`config.mk`:
```
export PLATFORM = sky130hd
export DESIGN_NAME = spi_ram_responder_flat
export DESIGN_NICKNAME = d
export VERILOG_FILES = /design/src/rtl/spi_ram_pkg.sv /design/src/rtl/spi_ram_responder_if.sv /design/src/rtl/spi_sync_edge.sv /design/src/rtl/spi_ram_responder.sv /design/src/flat_wrapper.sv
export SDC_FILE = /design/constraint.sdc
export NUM_CORES = 1
export LEC_CHECK = 0
export ABC_AREA = 1
export CORE_ASPECT_RATIO = 1.5
export CORE_UTILIZATION = 50
export CTS_BUF_LIST = sky130_fd_sc_hd__clkbuf_8
export DETAILED_ROUTE_END_ITERATION = 12
export PLACE_DENSITY = 0.66
export SLEW_MARGIN = 0
export SYNTH_ARGS = -nofsm -noshare
export SYNTH_HDL_FRONTEND = slang
export SYNTH_HIERARCHICAL = 1
export SYNTH_SLANG_ARGS = --single-unit
```
`constraint.sdc`:
```
create_clock -name clk -period 3.07 [get_ports clk]
set_input_delay 0.921 -clock clk [delete_from_list [all_inputs] [get_ports clk]]
set_output_delay 0.921 -clock clk [all_outputs]
set_load 0.05 [all_outputs]
```
`src/rtl/spi_ram_pkg.sv`:
```
// Shared constants for the SPI RAM responder: opcodes, status value,
// field widths and the controller state encoding.
package spi_ram_pkg;

  localparam logic [7:0] CMD_WRITE  = 8'h02;
  localparam logic [7:0] CMD_READ   = 8'h03;
  localparam logic [7:0] CMD_RDSR   = 8'h05;
  localparam logic [7:0] STATUS_VAL = 8'h40;

  localparam int BYTE_BITS       = 8;
  localparam int ADDR_FIELD_BITS = 16;

  typedef enum logic [2:0] {
    ST_IDLE   = 3'd0,
    ST_CMD    = 3'd1,
    ST_ADDR   = 3'd2,
    ST_READ   = 3'd3,
    ST_WRITE  = 3'd4,
    ST_IGNORE = 3'd5
  } state_e;

  // MSB-first serial shift: the new bit enters at the LSB.
  function automatic logic [7:0] shift_in(input logic [7:0] cur, input logic bit_in);
    return {cur[6:0], bit_in};
  endfunction

endpackage

```
`src/rtl/spi_ram_responder_if.sv`:
```
// Four-wire SPI bus between a controller (master) and the RAM responder (slave).
interface spi_ram_responder_if;

  logic spi_clk;
  logic spi_select;
  logic spi_mosi;
  logic spi_miso;

  modport master (output spi_clk, output spi_select, output spi_mosi, input spi_miso);
  modport slave  (input spi_clk, input spi_select, input spi_mosi, output spi_miso);

endinterface

```
`src/rtl/spi_sync_edge.sv`:
```
// Two-flop synchroniser for one asynchronous input, plus a third flop used
// to detect rising and falling edges of the synchronised level.
module spi_sync_edge (
  input  logic clk,
  input  logic rst,
  input  logic din,
  output logic level,
  output logic rise,
  output logic fall
);

  logic [2:0] sync_q;
  logic [2:0] sync_d;

  // Shift the raw input through the synchroniser chain.
  always_comb begin
    sync_d = {sync_q[1:0], din};
  end

  // Synchroniser register; cleared so that a select held low through reset
  // never produces a falling edge.
  always_ff @(posedge clk) begin
    if (rst) sync_q <= '0;
    else     sync_q <= sync_d;
  end

  assign level = sync_q[1];
  assign rise  = sync_q[1] & ~sync_q[2];
  assign fall  = ~sync_q[1] & sync_q[2];

endmodule

```
`src/rtl/spi_ram_responder.sv`:
```
// SPI mode-0 RAM responder: READ (0x03) / WRITE (0x02) with 16-bit address,
// auto-incrementing wrapping address, host preload port when idle.
// Optional feature macro: SPI_RAM_RESP_STATUS_EN enables RDSR (0x05),
// which streams the constant status byte until deselect.
module spi_ram_responder
  import spi_ram_pkg::*;
#(
  parameter int MEM_ADDR_BITS = 6
) (
  input  logic                     clk,
  input  logic                     rst,
  spi_ram_responder_if.slave       bus,
  input  logic                     load_en,
  input  logic [MEM_ADDR_BITS-1:0] load_addr,
  input  logic [7:0]               load_data,
  output logic                     busy,
  output logic                     cmd_err
);

  localparam logic [3:0] BIT_LAST  = 4'(BYTE_BITS - 1);
  localparam logic [3:0] ADDR_LAST = 4'(ADDR_FIELD_BITS - 1);

  logic sck_rise, sck_fall, sck_lvl_unused;
  logic sel_rise, sel_fall, sel_lvl_unused;
  logic mosi_s, mosi_rise_unused, mosi_fall_unused;

  spi_sync_edge u_sync_sck (
    .clk(clk), .rst(rst), .din(bus.spi_clk),
    .level(sck_lvl_unused), .rise(sck_rise), .fall(sck_fall)
  );

  spi_sync_edge u_sync_sel (
    .clk(clk), .rst(rst), .din(bus.spi_select),
    .level(sel_lvl_unused), .rise(sel_rise), .fall(sel_fall)
  );

  spi_sync_edge u_sync_mosi (
    .clk(clk), .rst(rst), .din(bus.spi_mosi),
    .level(mosi_s), .rise(mosi_rise_unused), .fall(mosi_fall_unused)
  );

  state_e                   state_q, state_d;
  logic [3:0]               cnt_q, cnt_d;
  logic [7:0]               rx_q, rx_d;
  logic [MEM_ADDR_BITS-1:0] addr_q, addr_d;
  logic [7:0]               tx_q, tx_d;
  logic                     miso_q, miso_d;
  logic                     rd_q, rd_d;
  logic                     stat_q, stat_d;
  logic                     err_q, err_d;
  logic                     wpend_q, wpend_d;
  logic [7:0]               wdata_q, wdata_d;

  logic [7:0]               mem_q [2**MEM_ADDR_BITS];
  logic                     mem_we;
  logic [MEM_ADDR_BITS-1:0] mem_wa;
  logic [7:0]               mem_wd;

  logic [7:0] rx_next;
  logic [7:0] rd_byte;
  logic       cmd_rdsr;
  logic       cmd_ok;

  assign rx_next = shift_in(rx_q, mosi_s);
  assign rd_byte = stat_q ? STATUS_VAL : mem_q[addr_q];

`ifdef SPI_RAM_RESP_STATUS_EN
  assign cmd_rdsr = (rx_next == CMD_RDSR);
`else
  assign cmd_rdsr = 1'b0;
`endif

  assign cmd_ok = (rx_next == CMD_READ) || (rx_next == CMD_WRITE) || cmd_rdsr;

  // State register.
  always_ff @(posedge clk) begin
    if (rst) state_q <= ST_IDLE;
    else     state_q <= state_d;
  end

  // Next-state logic; a deselect wins over everything else.
  always_comb begin
    state_d = state_q;
    if (sel_rise) begin
      state_d = ST_IDLE;
    end else begin
      case (state_q)
        ST_IDLE: if (sel_fall) state_d = ST_CMD;
        ST_CMD: begin
          if (sck_rise && cnt_q == BIT_LAST) begin
            if (!cmd_ok)      state_d = ST_IGNORE;
            else if (cmd_rdsr) state_d = ST_READ;
            else              state_d = ST_ADDR;
          end
        end
        ST_ADDR: begin
          if (sck_rise && cnt_q == ADDR_LAST) state_d = rd_q ? ST_READ : ST_WRITE;
        end
        default: ;
      endcase
    end
  end

  // Datapath next values: bit counting, shifting, address and MISO.
  always_comb begin
    cnt_d   = cnt_q;
    rx_d    = rx_q;
    addr_d  = addr_q;
    tx_d    = tx_q;
    miso_d  = 1'b0;
    rd_d    = rd_q;
    stat_d  = stat_q;
    err_d   = err_q;
    wpend_d = 1'b0;
    wdata_d = wdata_q;

    // A completed write byte lands in memory this cycle; step past it.
    if (wpend_q) addr_d = addr_q + MEM_ADDR_BITS'(1);

    if (sel_rise) begin
      cnt_d = '0;
    end else begin
      case (state_q)
        ST_IDLE: begin
          cnt_d  = '0;
          rx_d   = '0;
          stat_d = 1'b0;
        end
        ST_CMD: begin
          if (sck_rise) begin
            rx_d  = rx_next;
            cnt_d = cnt_q + 4'd1;
            if (cnt_q == BIT_LAST) begin
              cnt_d  = '0;
              rd_d   = (rx_next == CMD_READ);
              stat_d = cmd_rdsr;
              err_d  = err_q | ~cmd_ok;
            end
          end
        end
        ST_ADDR: begin
          if (sck_rise) begin
            // Upper address bits fall off the top: addresses alias.
            addr_d = {addr_q[MEM_ADDR_BITS-2:0], mosi_s};
            cnt_d  = (cnt_q == ADDR_LAST) ? 4'd0 : cnt_q + 4'd1;
          end
        end
        ST_READ: begin
          miso_d = miso_q;
          if (sck_fall) begin
            if (cnt_q[2:0] == 3'd0) begin
              miso_d = rd_byte[7];
              tx_d   = {rd_byte[6:0], 1'b0};
            end else begin
              miso_d = tx_q[7];
              tx_d   = {tx_q[6:0], 1'b0};
            end
            if (cnt_q == BIT_LAST) begin
              cnt_d = '0;
              if (!stat_q) addr_d = addr_q + MEM_ADDR_BITS'(1);
            end else begin
              cnt_d = cnt_q + 4'd1;
            end
          end
        end
        ST_WRITE: begin
          if (sck_rise) begin
            rx_d = rx_next;
            if (cnt_q == BIT_LAST) begin
              cnt_d   = '0;
              wpend_d = 1'b1;
              wdata_d = rx_next;
            end else begin
              cnt_d = cnt_q + 4'd1;
            end
          end
        end
        default: ;
      endcase
    end
  end

  // Datapath registers.
  always_ff @(posedge clk) begin
    if (rst) begin
      cnt_q   <= '0;
      rx_q    <= '0;
      addr_q  <= '0;
      tx_q    <= '0;
      miso_q  <= 1'b0;
      rd_q    <= 1'b0;
      stat_q  <= 1'b0;
      err_q   <= 1'b0;
      wpend_q <= 1'b0;
      wdata_q <= '0;
    end else begin
      cnt_q   <= cnt_d;
      rx_q    <= rx_d;
      addr_q  <= addr_d;
      tx_q    <= tx_d;
      miso_q  <= miso_d;
      rd_q    <= rd_d;
      stat_q  <= stat_d;
      err_q   <= err_d;
      wpend_q <= wpend_d;
      wdata_q <= wdata_d;
    end
  end

  // Memory write port: SPI write has priority, host preload only while idle.
  always_comb begin
    mem_we = 1'b0;
    mem_wa = load_addr;
    mem_wd = load_data;
    if (wpend_q) begin
      mem_we = 1'b1;
      mem_wa = addr_q;
      mem_wd = wdata_q;
    end else if (load_en && state_q == ST_IDLE) begin
      mem_we = 1'b1;
    end
  end

  // Storage array; deliberately not reset so contents survive rst.
  always_ff @(posedge clk) begin
    if (mem_we) mem_q[mem_wa] <= mem_wd;
  end

  // Outputs derived from state and registers.
  always_comb begin
    busy         = (state_q != ST_IDLE);
    cmd_err      = err_q;
    bus.spi_miso = miso_q;
  end

endmodule

```
`src/flat_wrapper.sv`:
```
// flat-port wrapper written by rule: the top's interface ports become plain ports
module spi_ram_responder_flat import spi_ram_pkg::*;
#(
  parameter int MEM_ADDR_BITS = 6
)
  (clk, rst, load_en, load_addr, load_data, busy, cmd_err, bus_spi_clk, bus_spi_select, bus_spi_mosi, bus_spi_miso);
  spi_ram_responder_if bus_i ();
  input  logic clk;
  input  logic rst;
  input  logic load_en;
  input  logic [MEM_ADDR_BITS-1:0] load_addr;
  input  logic [7:0] load_data;
  output logic busy;
  output logic cmd_err;
  input wire logic [$bits(bus_i.spi_clk)-1:0] bus_spi_clk;
  input wire logic [$bits(bus_i.spi_select)-1:0] bus_spi_select;
  input wire logic [$bits(bus_i.spi_mosi)-1:0] bus_spi_mosi;
  output wire logic [$bits(bus_i.spi_miso)-1:0] bus_spi_miso;
  assign bus_i.spi_clk = bus_spi_clk;
  assign bus_i.spi_select = bus_spi_select;
  assign bus_i.spi_mosi = bus_spi_mosi;
  assign bus_spi_miso = bus_i.spi_miso;
  spi_ram_responder #(.MEM_ADDR_BITS(MEM_ADDR_BITS)) u_core (.clk(clk), .rst(rst), .bus(bus_i), .load_en(load_en), .load_addr(load_addr), .load_data(load_data), .busy(busy), .cmd_err(cmd_err));
endmodule
```
Figure 1. Logic cells by family (run 1).
The bar under the picture is 50 um long.
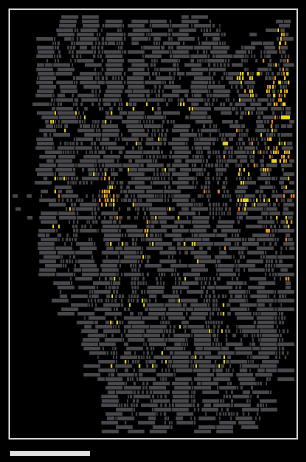
| colour | family | cells | most used |
|---|---|---|---|
| orange | inv cells | 62 | inv_1 |
| yellow | nor cells | 149 | nor2_1 |
logic share of the area: 23.4%
Top cell excl fill/tap: nand2_1
Cell Count, Final, Fillers Out: 2918

Figure 2. Signal wires on met4 (run 1).
The bar under the picture is 50 um long.
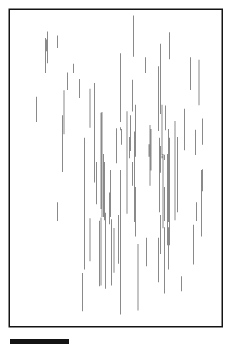
wire length on this layer: 3210 um
main direction: vertical
Vias: 16500
final wirelength: 61.9 mm

==> flow_summary.toml, run 1 <==
# synthesis and place-and-route metrics
[setup_path]
worstPathArrival_ns = 1.96
cp-start-kind = "flip-flop"
crit_slowest_cell = "dlygate4sd2_1"
crit_fanout = 5
r2r_end = "u_core/mem_q[5][3]$_DFFE_PP_"

[detailed_routing]
route.detailed.drc = 0
firstDrtPassIters = 6

[timing]
tns_ns = 0
rsz0062_at_grt = "no"
setup_viol = 0

[layout]
final_area_mm2 = 0.0263
reg_top3 = "u_core/mem_q (512), u_core/wdata_q (8)"
flops = 559
fillers = 3818
largestClassByArea = "registers"
inv_count = 62

[run_status]
status = "finished clean"

[global_route]
grt_usage_pct = 26.4
grtUsageMet1_pct = 31.8

[clock_network]
clockBufferDepth = 3
cts_sinks = 559
postCtsHoldBufs = 0

[placement]
dp.cells = 2778

[synthesis]
yosys_warnings = 6

[power_and_ir_drop]
power.group.top = "sequential cells"
Figure 3. Placed cells, one colour a class (run 1).
The bar under the picture is 50 um long. Fill, decap, tap and diode cells in grey.
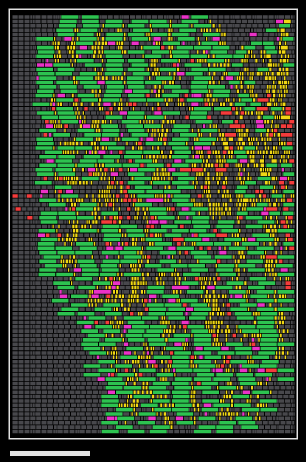
| colour | class | cells |
|---|---|---|
| green | sequential cells | 559 |
| red | remaining buffers and delay cells | 152 |
| yellow | combinational and other logic | 1479 |
| magenta | clock drivers and dummy loads | 139 |
core area: 0.0460 mm2
Util after Layout: 57.1%
register share of the cell area: 62.2%
Row Count: 96

Figure 4. Wiring by layer (run 1).
The bar under the picture is 50 um long.
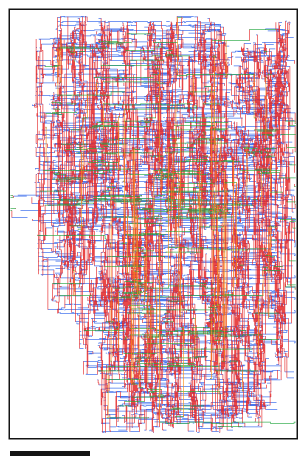

==> run 2, diff against run 1 <==
--- a/config.mk
+++ b/config.mk
@@ -5,7 +5,6 @@
 export SDC_FILE = /design/constraint.sdc
 export NUM_CORES = 1
 export LEC_CHECK = 0
-export ABC_AREA = 1
 export CORE_ASPECT_RATIO = 1.5
 export CORE_UTILIZATION = 50
 export CTS_BUF_LIST = sky130_fd_sc_hd__clkbuf_8
Figure 5. Wiring by layer (run 2).
The bar under the picture is 50 um long.
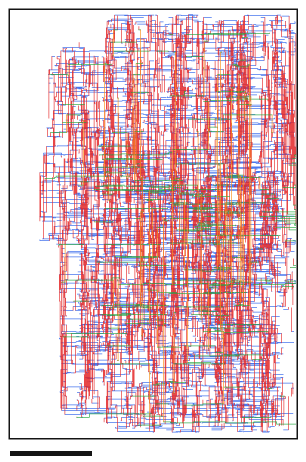
| colour | layer | wire length |
|---|---|---|
| orange | metal 4 | 2970 um |
| red | metal 2 | 28.5 mm |
| blue | metal 1 | 19000 um |
| green | metal 3 | 3120 um |
total track usage: 24.4%
DR WL/cell: 26.3 um
final wirelength: 53.6 mm
Vias: 12200

Figure 6. Signal wires on met4 (run 2).
The bar under the picture is 50 um long.
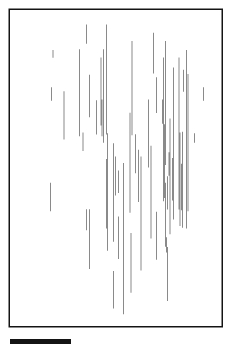
main direction: vertical
wire length on this layer: 2970 um
longest straight run: 147 um

Figure 7. Logic cells by family (run 2).
The bar under the picture is 50 um long.
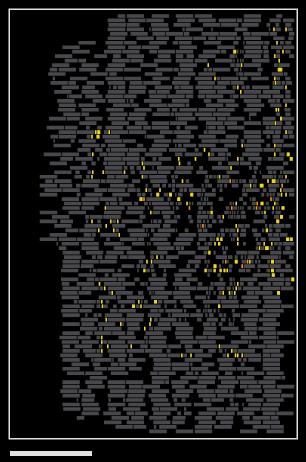
| colour | family | cells | most used |
|---|---|---|---|
| orange | inv cells | 12 | inv_1 |
| yellow | nor cells | 150 | nor2_1 |
Top cell excl fill/tap: edfxtp_1
logic share of the area: 22.0%
Cell Count, Final, Fillers Out: 2039

==> flow_summary.toml, run 2 <==
# synthesis and place-and-route metrics
[run_status]
status = "finished clean"

[floorplanning]
core_area_mm2 = 0.0440
rows = 94

[timing]
setup_viol = 0
min_period_over_period_pct = 93.4
tns_ns = 0
worst_pin_slew_ns = 1.04
slew_violations = 0
rsz0062_at_grt = "no"

[layout]
inv_count = 12
flops = 559
largestClassByArea = "registers"
reg_top3 = "u_core/mem_q (512), u_core/wdata_q (8)"
final_area_mm2 = 0.0255
sh_seq_area_pct = 63.9
fillers = 3310
final_util_pct = 58.1

[setup_path]
crit_fanout = 15
path_delay_family = "flip-flops"
r2r_end = "u_core/tx_q[7]$_SDFFE_PP0P_"
crit_type = "reg2out"
worstPathArrival_ns = 1.95
crit_slowest_cell = "dfxtp_1"
cp-start-kind = "flip-flop"

[global_route]
grtUsageMet1_pct = 27.6

[clock_network]
postCtsHoldBufs = 0
cts_sinks = 559
clockBufferDepth = 3

[synthesis]
yosys_warnings = 6

[placement]
dp.cells = 1899
